[src/rtl/trace_pkg.sv]
// Shared definitions for the instruction trace buffer: state encoding,
// capture-flag bit positions and the record-width helper.
package trace_pkg;

  typedef enum logic [1:0] {
    ST_IDLE    = 2'b00,
    ST_CAPTURE = 2'b01,
    ST_POST    = 2'b10,
    ST_DONE    = 2'b11
  } trace_state_e;

  localparam int FLAGS_W       = 5;
  localparam int FLAG_MEMWRITE = 0;
  localparam int FLAG_MEMREAD  = 1;
  localparam int FLAG_BRANCH   = 2;
  localparam int FLAG_REGWRITE = 3;
  localparam int FLAG_ZERO     = 4;

  // Record is {pc, instr, alu, flags} with pc in the MSBs.
  function automatic int rec_w(input int data_w);
    return 3 * data_w + FLAGS_W;
  endfunction

endpackage

[src/rtl/trace_ram.sv]
// Record storage: one write port and one registered read port. Only the
// read register is reset; the array contents survive reset.
module trace_ram #(
  parameter int DEPTH = 16,
  parameter int WIDTH = 8
) (
  input  logic                     clk,
  input  logic                     rst_n,
  input  logic                     we_i,
  input  logic [$clog2(DEPTH)-1:0] waddr_i,
  input  logic [WIDTH-1:0]         wdata_i,
  input  logic                     re_i,
  input  logic [$clog2(DEPTH)-1:0] raddr_i,
  output logic [WIDTH-1:0]         rdata_o
);

  logic [WIDTH-1:0] mem [DEPTH];
  logic [WIDTH-1:0] rdata_q;

  always_ff @(posedge clk) begin
    if (we_i) mem[waddr_i] <= wdata_i;
  end

  always_ff @(posedge clk or negedge rst_n) begin
    if (!rst_n)    rdata_q <= '0;
    else if (re_i) rdata_q <= mem[raddr_i];
  end

  assign rdata_o = rdata_q;

endmodule

[src/rtl/trace_buffer.sv]
// Circular trace buffer for retired-instruction records with halt/PC trigger,
// post-trigger capture window and oldest-first readout once capture is done.
module trace_buffer
  import trace_pkg::*;
#(
  parameter int DATA_W    = 32,
  parameter int DEPTH     = 16,
  parameter int POST_TRIG = 4,
  localparam int REC_W    = rec_w(DATA_W),
  localparam int CNT_W    = $clog2(DEPTH) + 1
) (
  input  logic              clk,
  input  logic              reset,
  input  logic              arm,
  input  logic              cap_valid,
  input  logic [DATA_W-1:0] cap_pc,
  input  logic [DATA_W-1:0] cap_instr,
  input  logic [DATA_W-1:0] cap_alu,
  input  logic [4:0]        cap_flags,
  input  logic              halt,
  input  logic [DATA_W-1:0] trig_pc,
  input  logic              trig_pc_en,
  output logic [1:0]        state,
  output logic              triggered,
  output logic [CNT_W-1:0]  count,
  input  logic              rd_en,
  output logic [REC_W-1:0]  rd_data,
  output logic              rd_valid,
  output logic              rd_empty
);

  localparam int AW = $clog2(DEPTH);
  localparam logic [CNT_W-1:0] COUNT_FULL = CNT_W'(DEPTH);

  if (DEPTH < 2 || (DEPTH & (DEPTH - 1)) != 0) begin : g_bad_depth
    $error("trace_buffer: DEPTH must be a power of two >= 2");
  end
  if (POST_TRIG < 0 || POST_TRIG > DEPTH - 1) begin : g_bad_post
    $error("trace_buffer: POST_TRIG must be in 0..DEPTH-1");
  end

  trace_state_e    state_q, state_d;
  logic [AW-1:0]   wr_ptr_q, wr_ptr_d;
  logic [AW-1:0]   rd_ptr_q, rd_ptr_d;
  logic [AW-1:0]   post_cnt_q, post_cnt_d;
  logic [CNT_W-1:0] count_q, count_d;
  logic            trig_q, trig_d;
  logic            rd_valid_q, rd_valid_d;
  logic            store, trigger, enter_done, ram_re;

  assign trigger = cap_valid && (halt || (trig_pc_en && (cap_pc == trig_pc)));
  assign store   = cap_valid && (state_q == ST_CAPTURE || state_q == ST_POST);

  always_comb begin
    state_d    = state_q;
    wr_ptr_d   = wr_ptr_q;
    rd_ptr_d   = rd_ptr_q;
    post_cnt_d = post_cnt_q;
    count_d    = count_q;
    trig_d     = trig_q;
    rd_valid_d = 1'b0;
    ram_re     = 1'b0;
    enter_done = 1'b0;

    if (store) begin
      wr_ptr_d = wr_ptr_q + AW'(1);
      if (count_q != COUNT_FULL) count_d = count_q + CNT_W'(1);
    end

    unique case (state_q)
      ST_IDLE: begin
        if (arm) begin
          state_d  = ST_CAPTURE;
          wr_ptr_d = '0;
          count_d  = '0;
          trig_d   = 1'b0;
        end
      end
      ST_CAPTURE: begin
        if (trigger) begin
          trig_d = 1'b1;
          if (POST_TRIG == 0) begin
            state_d    = ST_DONE;
            enter_done = 1'b1;
          end else begin
            state_d    = ST_POST;
            post_cnt_d = AW'(POST_TRIG);
          end
        end
      end
      ST_POST: begin
        if (cap_valid) begin
          post_cnt_d = post_cnt_q - AW'(1);
          if (post_cnt_q == AW'(1)) begin
            state_d    = ST_DONE;
            enter_done = 1'b1;
          end
        end
      end
      ST_DONE: begin
        // arm wins over a same-cycle read
        if (arm) begin
          state_d  = ST_CAPTURE;
          wr_ptr_d = '0;
          count_d  = '0;
          trig_d   = 1'b0;
        end else if (rd_en && count_q != '0) begin
          ram_re     = 1'b1;
          rd_valid_d = 1'b1;
          rd_ptr_d   = rd_ptr_q + AW'(1);
          count_d    = count_q - CNT_W'(1);
        end
      end
      default: ;
    endcase

    // Oldest record sits count slots behind the write pointer; a full buffer
    // gives count mod DEPTH == 0, i.e. the slot about to be overwritten.
    if (enter_done) rd_ptr_d = wr_ptr_d - count_d[AW-1:0];
  end

  always_ff @(posedge clk or negedge reset) begin
    if (!reset) begin
      state_q    <= ST_IDLE;
      wr_ptr_q   <= '0;
      rd_ptr_q   <= '0;
      post_cnt_q <= '0;
      count_q    <= '0;
      trig_q     <= 1'b0;
      rd_valid_q <= 1'b0;
    end else begin
      state_q    <= state_d;
      wr_ptr_q   <= wr_ptr_d;
      rd_ptr_q   <= rd_ptr_d;
      post_cnt_q <= post_cnt_d;
      count_q    <= count_d;
      trig_q     <= trig_d;
      rd_valid_q <= rd_valid_d;
    end
  end

  trace_ram #(
    .DEPTH(DEPTH),
    .WIDTH(REC_W)
  ) u_ram (
    .clk     (clk),
    .rst_n   (reset),
    .we_i    (store),
    .waddr_i (wr_ptr_q),
    .wdata_i ({cap_pc, cap_instr, cap_alu, cap_flags}),
    .re_i    (ram_re),
    .raddr_i (rd_ptr_q),
    .rdata_o (rd_data)
  );

  assign state     = state_q;
  assign triggered = trig_q;
  assign count     = count_q;
  assign rd_valid  = rd_valid_q;
  assign rd_empty  = (count_q == '0);

endmodule

[config.mk]
export PLATFORM = sky130hd
export DESIGN_NAME = trace_buffer
export DESIGN_NICKNAME = d
export VERILOG_FILES = /design/src/rtl/trace_pkg.sv /design/src/rtl/trace_ram.sv /design/src/rtl/trace_buffer.sv
export SDC_FILE = /design/constraint.sdc
export NUM_CORES = 2
export LEC_CHECK = 0
export CORE_UTILIZATION = 40
export CTS_BUF_LIST = sky130_fd_sc_hd__clkbuf_8
export DETAILED_ROUTE_END_ITERATION = 7
export MAX_ROUTING_LAYER = met4
export PLACE_DENSITY = 0.63
export SETUP_SLACK_MARGIN = 0.1
export SYNTH_ARGS = -nofsm -noshare
export SYNTH_HDL_FRONTEND = slang
export SYNTH_SLANG_ARGS = --single-unit
[constraint.sdc]
create_clock -name clk -period 4.5 [get_ports clk]
set_input_delay 0.9 -clock clk [delete_from_list [all_inputs] [get_ports clk]]
set_output_delay 0.9 -clock clk [all_outputs]
set_load 0.02 [all_outputs]
### M1 wires

Scale bar: 100 um.
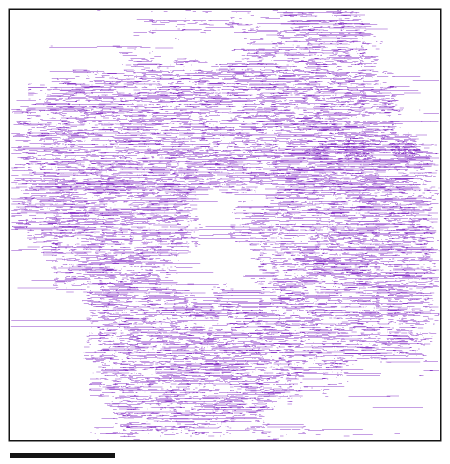
longest straight run: 113 um
wire length on this layer: 66.1 mm
share of all routed wire: 42%
main direction: horizontal
detailed-route via count: 30600
GR Layer Usage met1: 25.6%
routed wire length: 157000 um

### Met2 routing

Scale bar: 100 um.
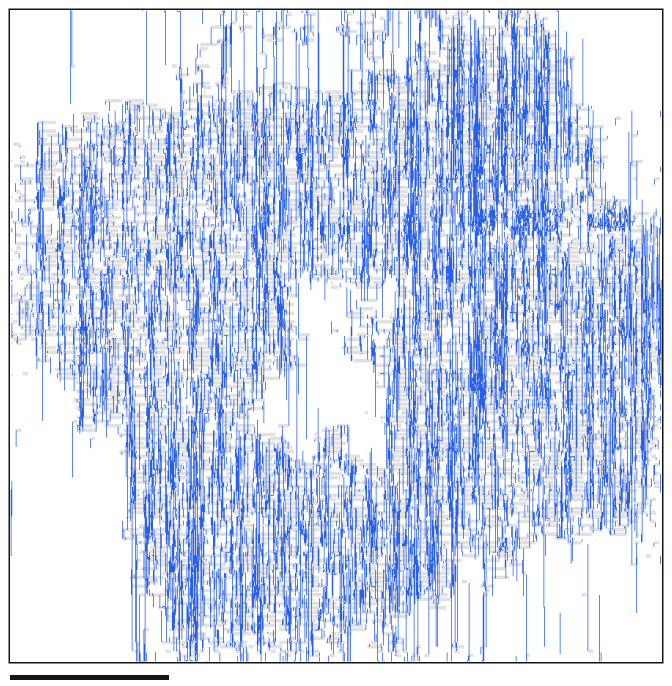
longest straight run: 159 um
main direction: vertical
share of all routed wire: 50%
global routing met2 resource utilization: 30.7%

==> impl_metrics.csv <==
group,metric,value,unit
routing,route.detailed.drc,0,
layout,drive_gt1_share,32.3,%
synthesis,synthTopCellsByArea,"edfxtp_1 (73%), mux4_2 (17%), dfrtp_1 (4.6%)",
floorplanning,die_width,409,um
run,cap_violations,0,
pwr,power_leakage,24.9,nW
clock_network,cts_resized,0,
critical_path,start_kind,"flip-flop",
clock_network,cts_sinks,1738,
final_timing,period_minus_slack,3.95,ns
global_route,grt_pass1_vias,32300,
global_route,grt_pass1_wl,228000,um
routing,routedWlPerCell,27.8,um
final_timing,fin_crit_sh,87.7,%
final_timing,finalSetupTns,0,ns
final_timing,maxSlewHeadroom,40.9,%
synthesis,yosysWarnings,0,
pwr,sequentialPowerShare,43.4,%
placed_design,post-dp-hpwl,88100,um
clock_network,clockRootBuffer,"clkbuf_8",
pwr,peakVddDrop,369,uV
layout,n_fill_cell,13400,
global_route,grt_max_degree,69,
synthesis,top_area_cell,"edfxtp_1",
outcome,status,"completed",
synthesis,yosysUniqueCellTypes,50,
placed_design,gp_congestion,0.830,
clock_network,cts_hold_buf,1,
pwr,swShare,28.9,%
critical_path,crit_buf_inv,3,
final_timing,clock.fmax,0.253,GHz
synthesis,synth_nets,2837,
floorplanning,die_h,409,um
final_timing,rsz0062_at_grt,"no",
layout,logic_area,14000,um2
layout,seq_area,51600,um2
clock_network,clockBufferDepth,4,
synthesis,yosysChipArea,66300,um2
final_timing,hold_violations,0,
final_timing,tightest_slew,0.886,ns
critical_path,crit_family,"buffers and inverters",
placed_design,pre_cts_slack,0.521,ns
routing,viasPerCell,5.42,
run,tool_warnings,36,
critical_path,cp_max_fo,6,
worst_hold_path,min-delay-path-class,"in -> async",
pwr,power_frac_comb,28.0,%
clock_network,cts_max_level,5,
floorplanning,io_pins,251,
critical_path,cpMostUsedCell,"inv_1",
critical_path,worstPathArrival,3.05,ns
floorplanning,core,165000,um2
routing,first_pass_iters,6,
global_route,overflow,0,
routing,ant_nets,0,
critical_path,cp_slowest_stage_delay,0.64,ns
layout,nets,3372,
routing,top_layer_used,"met4",
synthesis,synth_top_area_share,73.2,%
clock_network,worst_skew_pair.late_latency,0.97,ns
final_timing,setup_viol,0,
critical_path,crit_chain,"inv_1 > ha_1 > or4b_1 > inv_1 > clkdlybuf4s50_1",
synthesis,syn_area,66300,um2
critical_path,required,3.60,ns
pwr,internal_power,32.2,mW
synthesis,edf_count,1616,
pwr,p_sw,13.1,mW
synthesis,common_cells,"edfxtp_1 (1616), mux4_2 (505), dfrtp_1 (122), mux2_2 (101), clkbuf_1 (57)",
critical_path,worst_setup_path_end_kind,"output pin",
final_timing,fin_ws,0.553,ns
clock_network,cts.reportedPaths.clkPinSlew,0.06,ns
routing,wl_met1,66100,um
routing,wl_met3,8830,um
pwr,p_per_area,582,nW/um2
global_route,grt_use_total,19.3,%
layout,area_growth,17.3,%
clock_network,postCtsSetupRepairBufs,0,
placed_design,io_buffers,250,
routing,wl_met2,78500,um
floorplanning,initCoreUtil,40.3,%
pwr,pwr-share-clk,28.6,%
synthesis,synth.most_common_cell,"edfxtp_1",
global_route,antenna_found_initial,22,
synthesis,synth-seq-area-share,77.8,%
final_timing,slew_viol_final,0,
synthesis,syn_inst,2679,
clock_network,cts_tree,"done",
clock_network,cts_made_buffers,298,
synthesis,ys.flops,1738,
synthesis,ff_type,"edfxtp_1",
synthesis,synth.avg_cell_area,24.8,um2
routing,drt_iter0_drc,2834,
final_timing,skew,0.0699,ns
critical_path,slowest_stage,"clkdlybuf4s50_1",
synthesis,async_flop_share,7.02,%
floorplanning,rows,149,
synthesis,ys_cells,2679,
floorplanning,dieArea,167000,um2
critical_path,path_class,"reg -> out",
### Met3 routing

Scale bar: 100 um.
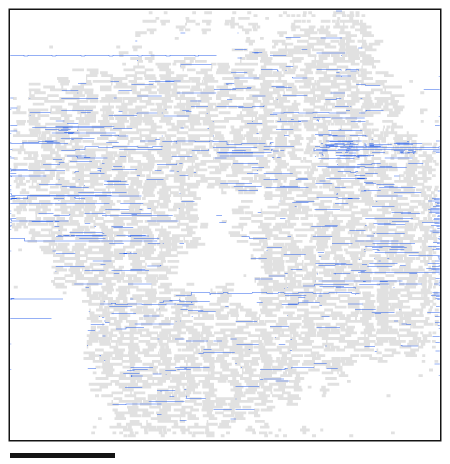
main direction: horizontal
wire length on this layer: 8830 um
nets with wire on the layer: 351
met3 usage: 3.77%

## power by group through the flow
stage	clock, mW	combinational, mW	sequential [mW]
final	12.9	12.7	19.6
after floorplan	0	8.23	20.2
after detailed placement	0	12.9	20.0
after CTS	13.3	13.0	19.7
after global routing	14.0	13.5	19.8
after global placement	0	12.9	20.0
## per-layer routing
metal,GRT usage (%),vias up
li1,-,12700
met1,25.6,16600
met2,30.7,1054
met3,3.77,253
met4,5.16,0
met5,-,-
## area by class of cell
| class | count | area share [%] |
|---|---|---|
| flip-flops and latches | 1738 | 66.3 |
| diodes | 21 | 0.0676 |
| clock inverters | 206 | 1.37 |
| repair buffers | 362 | 5.20 |
| inverters | 19 | 0.0917 |
| well taps | 2189 | 3.52 |
| clock buffers | 309 | 5.47 |
| multi-input cells | 795 | 17.9 |
## metrics by stage
| step | area (um2) | hold slack, ns | util [%] | cells | total power [mW] |
|---|---|---|---|---|---|
| global route | 77800 | 0.486 | 47.2 | 5639 | 47.2 |
| global placement | 72400 | 0.489 | 43.9 | 5102 | 32.9 |
| detailed placement | 72400 | 0.495 | 43.9 | 5102 | 32.9 |
| finish | 77800 | 0.502 | 47.2 | 5639 | 45.2 |
| floorplan | 66300 | 0.468 | - | 2679 | 28.4 |
| CTS | 77700 | 0.449 | 47.2 | 5618 | 45.9 |
## path summary, 6_finish.rpt
path / from / to / slack, ns / depth (start not counted)
worst min register to register: u_ram.rdata_o[61] / u_ram.rdata_o[61] / 0.50 / 1
max in group asynchronous: reset / u_ram.rdata_o[7] / 3.14 / 3
min in group clk: u_ram.rdata_o[61] / u_ram.rdata_o[61] / 0.50 / 1
worst max-delay path: count[0] / rd_empty / 0.55 / 5
worst min-delay path: reset / u_ram.rdata_o[67] / 0.50 / 2
worst max register to register: state[0] / rd_ptr_q[3] / 0.85 / 13
## state kept, by name, summed over array words and instances (netlist names)
register       flops
state              2
count              5
triggered          1
wr_ptr_q           4
rd_ptr_q           4
rd_valid           1
u_ram.rdata_o    101
u_ram.mem       1616
post_cnt_q         4
## logic make-up (layout without fill, tap and decap cells)
family	Yosys count	after routing	synth area share (%)
buffers and inverters	146	896	1.29
flip-flops	1738	1738	77.8
other	0	21	0
XOR/XNOR	44	44	0.581
multiplexers	611	611	18.9
adder cells (fa/ha/maj)	18	18	0.351
AND-OR/OR-AND	46	46	0.460
AND/OR/NAND/NOR	76	76	0.624
## layout by cell type, fill, tap and decap left out, types with 15 or more instances in the layout
master,netlist,routed
buf_12,0,56
buf_4,7,55
clkbuf_8,0,309
clkdlybuf4s50_1,0,249
clkinv_1,0,54
clkinv_2,0,39
dfrtp_1,122,118
diode_2,0,21
edfxtp_1,1616,1616
ha_1,17,17
inv_1,19,115
mux2_2,101,101
mux4_2,505,505
nand2_1,15,15
xor2_1,36,36
No activity file was given, so power comes from the tool's default toggle rates.
